run_1/floorplan.png
The bar under the picture is 50 um long. Pins as bars on the die edge.
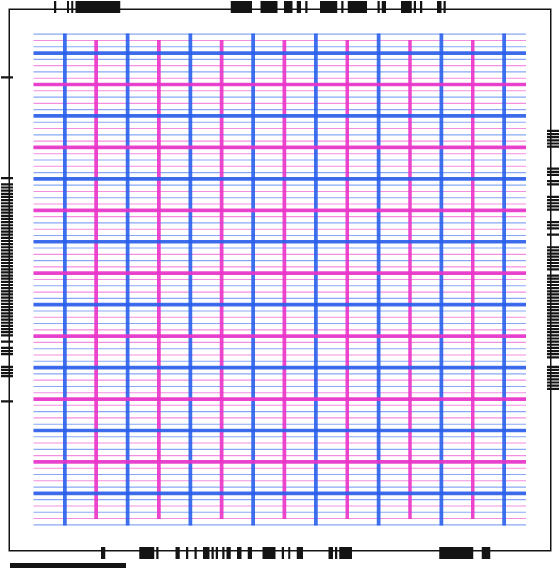
run_1/class_map.png
The bar under the picture is 50 um long.
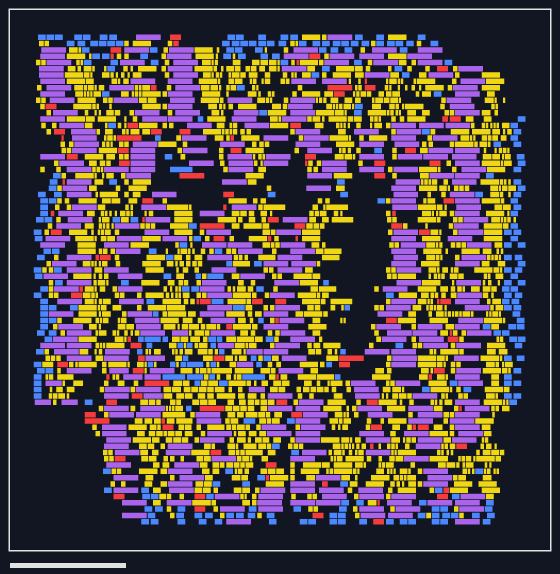
run_1/clock_wires.png
The bar under the picture is 50 um long.
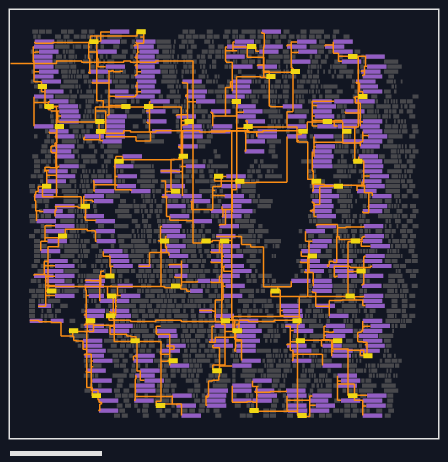
**src/rtl/ram_wrbuf.sv**
```systemverilog
// Write buffer in front of a RAM write port: FIFO of pending writes with read-forwarding.
// Optional write coalescing into the youngest slot is enabled by defining WRBUF_COALESCE_EN.
module ram_wrbuf #(
  parameter int unsigned DEPTH   = 1024,
  parameter int unsigned WIDTH   = 68,
  parameter int unsigned ENTRIES = 4,
  localparam int unsigned BEW    = (WIDTH - 1) / 8 + 1,
  localparam int unsigned AW     = $clog2(DEPTH)
) (
  input  logic             clk,
  input  logic             reset,
  input  logic             ReqValid,
  output logic             ReqReady,
  input  logic [AW-1:0]    ReqAdr,
  input  logic [WIDTH-1:0] ReqData,
  input  logic [BEW-1:0]   ReqBE,
  input  logic             DrainStall,
  output logic             ce2,
  output logic             we2,
  output logic [AW-1:0]    wa2,
  output logic [WIDTH-1:0] wd2,
  output logic [BEW-1:0]   bwe2,
  input  logic [AW-1:0]    RdAdr,
  output logic [BEW-1:0]   FwdBE,
  output logic [WIDTH-1:0] FwdData,
  output logic             Empty
);

  localparam int unsigned PW = $clog2(ENTRIES);
  localparam int unsigned CW = PW + 1;

  logic [AW-1:0]      adr_q  [ENTRIES];
  logic [WIDTH-1:0]   data_q [ENTRIES];
  logic [BEW-1:0]     be_q   [ENTRIES];
  logic [ENTRIES-1:0] vld_q;
  logic [PW-1:0]      head_q, tail_q, young, idx;
  logic [CW-1:0]      cnt_q, cnt_d;
  logic               drain, coalesce_hit, push, alloc, merge;
  logic [WIDTH-1:0]   merge_data;

  assign young = tail_q - 1'b1;
  assign drain = (cnt_q != '0) & ~DrainStall;

`ifdef WRBUF_COALESCE_EN
  // Never merge into a slot that is leaving the buffer on this very edge.
  assign coalesce_hit = ReqValid & (cnt_q != '0) & (ReqAdr == adr_q[young]) &
                        ~(drain & (cnt_q == CW'(1)));
`else
  assign coalesce_hit = 1'b0;
`endif

  assign ReqReady = (cnt_q < CW'(ENTRIES)) | coalesce_hit;
  assign push     = ReqValid & ReqReady;
  assign alloc    = push & ~coalesce_hit;
  assign merge    = push & coalesce_hit;

  assign ce2   = drain;
  assign we2   = drain;
  assign wa2   = adr_q[head_q];
  assign wd2   = data_q[head_q];
  assign bwe2  = be_q[head_q];
  assign Empty = (cnt_q == '0);

  always_comb begin
    cnt_d = cnt_q;
    if (alloc && !drain) begin
      cnt_d = cnt_q + 1'b1;
    end else if (!alloc && drain) begin
      cnt_d = cnt_q - 1'b1;
    end
  end

  always_comb begin
    merge_data = data_q[young];
    for (int b = 0; b < int'(WIDTH); b++) begin
      if (ReqBE[b/8]) merge_data[b] = ReqData[b];
    end
  end

  // Walk oldest to youngest so later matches overwrite earlier bytes.
  always_comb begin
    FwdBE   = '0;
    FwdData = '0;
    idx     = head_q;
    for (int k = 0; k < int'(ENTRIES); k++) begin
      idx = head_q + PW'(k);
      if (vld_q[idx] && (adr_q[idx] == RdAdr)) begin
        FwdBE = FwdBE | be_q[idx];
        for (int b = 0; b < int'(WIDTH); b++) begin
          if (be_q[idx][b/8]) FwdData[b] = data_q[idx][b];
        end
      end
    end
  end

  always_ff @(posedge clk) begin
    if (reset) begin
      head_q <= '0;
      tail_q <= '0;
      cnt_q  <= '0;
      vld_q  <= '0;
      for (int i = 0; i < int'(ENTRIES); i++) begin
        adr_q[i]  <= '0;
        data_q[i] <= '0;
        be_q[i]   <= '0;
      end
    end else begin
      if (drain) begin
        vld_q[head_q] <= 1'b0;
        be_q[head_q]  <= '0;
        head_q        <= head_q + 1'b1;
      end
      // Head and tail only alias when empty or full, so a pop and an allocation never collide.
      if (alloc) begin
        adr_q[tail_q]  <= ReqAdr;
        data_q[tail_q] <= ReqData;
        be_q[tail_q]   <= ReqBE;
        vld_q[tail_q]  <= 1'b1;
        tail_q         <= tail_q + 1'b1;
      end
      if (merge) begin
        data_q[young] <= merge_data;
        be_q[young]   <= be_q[young] | ReqBE;
      end
      cnt_q <= cnt_d;
    end
  end

endmodule

```
**config.mk**
```make
export PLATFORM = sky130hd
export DESIGN_NAME = ram_wrbuf
export DESIGN_NICKNAME = d
export VERILOG_FILES = /design/src/rtl/ram_wrbuf.sv
export SDC_FILE = /design/constraint.sdc
export NUM_CORES = 1
export LEC_CHECK = 0
export CAP_MARGIN = 30
export CORE_MARGIN = 10
export CORE_UTILIZATION = 55
export CTS_BUF_LIST = sky130_fd_sc_hd__clkbuf_4 sky130_fd_sc_hd__clkbuf_8
export DETAILED_ROUTE_END_ITERATION = 7
export HOLD_SLACK_MARGIN = 0.03
export PLACE_DENSITY = 0.78
export SLEW_MARGIN = 10
export SYNTH_ARGS = -nofsm -noshare
export SYNTH_HDL_FRONTEND = slang
export SYNTH_SLANG_ARGS = --single-unit
```
**constraint.sdc**
```tcl
create_clock -name clk -period 11.4 [get_ports clk]
set_input_delay 2.85 -clock clk [delete_from_list [all_inputs] [get_ports clk]]
set_output_delay 2.85 -clock clk [all_outputs]
set_load 0.02 [all_outputs]
```
==> flow_summary.json, run 1 <==
{
  "status": "finished, violations left",
  "violations": "design-rule violations",
  "clk_transition_reported_paths_ns": 0.06,
  "synth_top_flop_cell": "edfxtp_1",
  "numPortBuffers": 268,
  "topCellsByArea": "edfxtp_1 42%, mux4_2 15%, and2_1 6.0%",
  "fmax_ghz": 0.0978,
  "most_common_cell": "edfxtp_1",
  "rsz0062_at_grt": "false",
  "reg2reg_to": "data_q[2][30]",
  "crit_path_max_incr_delay_ns": 0.71,
  "cp_num_buf_inv": 3,
  "async_reset_ff_frac": 0,
  "chipArea_sq_um": 54500,
  "total_power_w": 0.00588,
  "via_count": 19300,
  "cp_top_family": "buffers and inverters",
  "period_used_share": 0.897,
  "hold_start": "cnt_q[1]",
  "period_needed_ns": 10.23,
  "startpoint": "RdAdr[5]",
  "clock-sinks": 361,
  "yosys.area.top_type_share": 0.417,
  "rr_worst_depth": 5,
  "endpoint_kind": "output pin",
  "worst-endpoint-required_ns": 8.55,
  "drc_errors": 1,
  "antenna_found_initial": 12,
  "logic_family": "multiplexers",
  "dpl.hpwl_mm": 47.4,
  "cts_buffers": 60,
  "ys_area_sq_um": 25100,
  "drive_above_1_share": 0.181,
  "avgSynthCellArea_sq_um": 11.9,
  "cp_cell_sequence": "clkdlybuf4s50_1 > clkinv_1 > xnor2_2 > nand4b_2 > a221oi_1 > and3_1 > a211oi_1 > a222oi_1 > clkdlybuf4s50_1",
  "drv_cap": 0,
  "hold_violations": 0,
  "crit_arrival_ns": 7.38,
  "p_leak_nw": 10.3,
  "edf_count": 348,
  "endpoint": "FwdData[26]",
  "hold_buffers": 0,
  "path_class": "input port to output pin",
  "grt_overflow": 0,
  "tns_ns": 0,
  "hold_class": "flop to flop",
  "p_per_area_nw_per_um2": 200,
  "io_pins": 269,
  "layout.cells.most_common": "edfxtp_1"
}
Back to the opening pictures, floorplan.png:
- VDD: magenta
- VSS: blue
- signal pins: 269
- met4 straps: 15
- rows: 78
- met5 straps: 15
die extent in y: 233 um
Horiz. Die Dim: 233 um
core box area: 45200 sq um
Max VDD drop: 371 uV

Back to the opening pictures, class_map.png:
- clock drivers and dummy loads: red (cells 108; share of their area 4.5%)
- remaining logic cells: yellow (cells 1554; share of their area 47%)
- remaining buffers and delay cells: blue (cells 309; share of their area 11%)
- registers: purple (cells 361; share of their area 37%)
fin util: 0.651
Placement Rows: 78
flop share of the area: 0.365
post-route cell area: 29400 sq um

Back to the opening pictures, clock_wires.png:
- flip-flops: purple (count 361)
- clock-net drivers: yellow (count 60)
- clock wires: orange (length 4940 um)
- flops lie: spread over the die
Clk power: 0.00127 W
Setup Skew: 0.0297 ns
clock power share: 0.216
Latency at later pin: 0.69 ns

run 1: where the power goes:
group / switching, W / internal [W]
Combinational: 0.00155 / 0.00124
Clock: 0.000552 / 0.000717
Sequential: 0.000175 / 0.00164
Total: 0.00228 / 0.00360
run 1: per-layer routing:
layer | wire length [um] | up-vias | track usage
li1 | - | 8504 | -
met1 | 27700 | 9504 | 0.321
met2 | 37000 | 1068 | 0.456
met3 | 7560 | 199 | 0.0693
met4 | 2660 | 12 | 0.111
met5 | 76 | - | 0
run 1: metrics by stage:
step | worst slack [ns] | hold slack [ns]
after floorplan | 3.26 | 0.485
final | 1.17 | 0.563
after global routing | 1.02 | 0.591
after detailed placement | 1.29 | 0.540
after CTS | 1.28 | 0.564
after global placement | 1.35 | 0.536
run 1: final cells by class:
cell class / count / area (sq um) / area share
Timing Repair Buffer: 309 / 3130 / 0.106
Sequential cell: 361 / 10700 / 0.365
Multi-Input combinational cell: 1480 / 13200 / 0.449
Tap cell: 600 / 751 / 0.0255
Inverter: 74 / 278 / 0.00944
Clock buffer: 69 / 918 / 0.0312
Antenna cell: 6 / 15.0 / 0.000510
Clock inverter: 39 / 385 / 0.0131
run 1: logic make-up (layout without fill, tap and decap cells):
| family | after synthesis | after routing |
|---|---|---|
| buf+inv | 272 | 491 |
| mux | 375 | 375 |
| xor+xnor | 58 | 58 |
| flops | 361 | 361 |
| simple gates | 695 | 695 |
| compound gates | 342 | 342 |
| other cells | 0 | 6 |
| fa+ha+maj | 10 | 10 |
run 1: sequential cells by signal (all words and copies together) (netlist names), named ones only:
| signal | flops |
|---|---|
| data_q | 272 |
| adr_q | 40 |
| be_q | 36 |
| vld_q | 4 |
| cnt_q | 3 |
| head_q | 2 |
| tail_q | 2 |
## Run 2: what changed since run 1
--- a/config.mk
+++ b/config.mk
@@ -10,7 +10,7 @@
 export CORE_UTILIZATION = 55
 export CTS_BUF_LIST = sky130_fd_sc_hd__clkbuf_4 sky130_fd_sc_hd__clkbuf_8
 export DETAILED_ROUTE_END_ITERATION = 7
-export HOLD_SLACK_MARGIN = 0.03
+export HOLD_SLACK_MARGIN = 0.08
 export PLACE_DENSITY = 0.78
 export SLEW_MARGIN = 10
 export SYNTH_ARGS = -nofsm -noshare
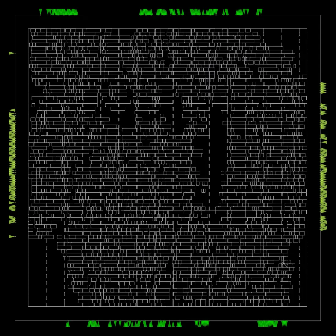
run_2/placed.png
seq_cells: 361
# fillers: 3424

==> run 2 against run 1 <==
The flow still finishes with violations (design-rule violations). Sequential power about the same. Critical path depth unchanged. Area after synthesis unchanged. Worst hold slack unchanged. Non-clock buffer count unchanged. Via count unchanged. Setup slack unchanged. Die area unchanged. Critical path type unchanged.
==> flow_summary.json, run 2 <==
{
  "hold_class": "flop to flop",
  "hold_violations": 0,
  "edf_count": 348,
  "dpl.hpwl_mm": 47.4,
  "drc_errors": 1,
  "p_leak_nw": 10.3,
  "period_used_share": 0.897,
  "core_area_sq_um": 45200,
  "chipArea_sq_um": 54500,
  "regMostFlops": "data_q",
  "largest_register_ffs": 272,
  "comb_area_sq_um": 13200,
  "endpoint_kind": "output pin",
  "numPortBuffers": 268,
  "clk_transition_reported_paths_ns": 0.06,
  "crit_arrival_ns": 7.38,
  "peakVddDrop_uv": 371,
  "clk_latency_ns": 0.69,
  "tns_ns": 0,
  "io_pins": 269,
  "ys_area_sq_um": 25100,
  "cts_buffers": 60,
  "violations": "design-rule violations",
  "final_area_sq_um": 29400,
  "rows": 78,
  "cp_cell_sequence": "clkdlybuf4s50_1 > clkinv_1 > xnor2_2 > nand4b_2 > a221oi_1 > and3_1 > a211oi_1 > a222oi_1 > clkdlybuf4s50_1",
  "top_regs": "data_q (272), adr_q (40), be_q (36)",
  "die_h_um": 233,
  "avgSynthCellArea_sq_um": 11.9,
  "topCellsByArea": "edfxtp_1 42%, mux4_2 15%, and2_1 6.0%",
  "skew_ns": 0.0297,
  "status": "finished, violations left",
  "fmax_ghz": 0.0978
}
-- run 2: layer usage --
layer,global-route usage,vias up,wire [um]
li1,-,8504,-
met1,0.321,9504,27700
met2,0.456,1068,37000
met3,0.0693,199,7560
met4,0.111,12,2660
met5,0,-,76
-- run 2: report_power, final --
part,switching [W],leakage [nW],internal (W)
Combinational,0.00155,5.90,0.00124
Clock,0.000552,0.684,0.000717
Sequential,0.000175,3.73,0.00164
Total,0.00228,10.3,0.00360
-- run 2: cell type report --
class / instances / share of cell area
well taps: 600 / 0.0255
inverters: 74 / 0.00944
clock inverters: 39 / 0.0131
repair buffers: 309 / 0.106
diodes: 6 / 0.000510
multi-input cells: 1480 / 0.449
flip-flops and latches: 361 / 0.365
clock buffers: 69 / 0.0312
-- run 2: logic make-up after synthesis --
| family | Yosys count |
|---|---|
| adder cells (fa/ha/maj) | 10 |
| multiplexers | 375 |
| buffers and inverters | 272 |
| XOR/XNOR | 58 |
| AND-OR/OR-AND | 342 |
| AND/OR/NAND/NOR | 695 |
| flip-flops | 361 |
-- run 2: worst paths after layout --
kind                   from             to  slack [ns]  cells past startpoint
setup / recovery   RdAdr[5]    FwdData[26]        1.17                      9
hold / removal     cnt_q[1]       cnt_q[1]        0.56                      2
setup reg to reg  tail_q[1]  data_q[2][30]        7.92                      5
hold reg to reg    cnt_q[1]       cnt_q[1]        0.56                      2
-- run 2: stage by stage --
stage,std cells,hold slack [ns],util,worst slack (ns)
floorplan,2113,0.485,-,3.26
global placement,2808,0.536,0.617,1.35
detailed placement,2814,0.540,0.618,1.29
CTS,2922,0.564,0.647,1.28
global route,2937,0.591,0.651,1.02
finish,2938,0.563,0.651,1.17
No activity file was given, so power comes from the tool's default toggle rates.
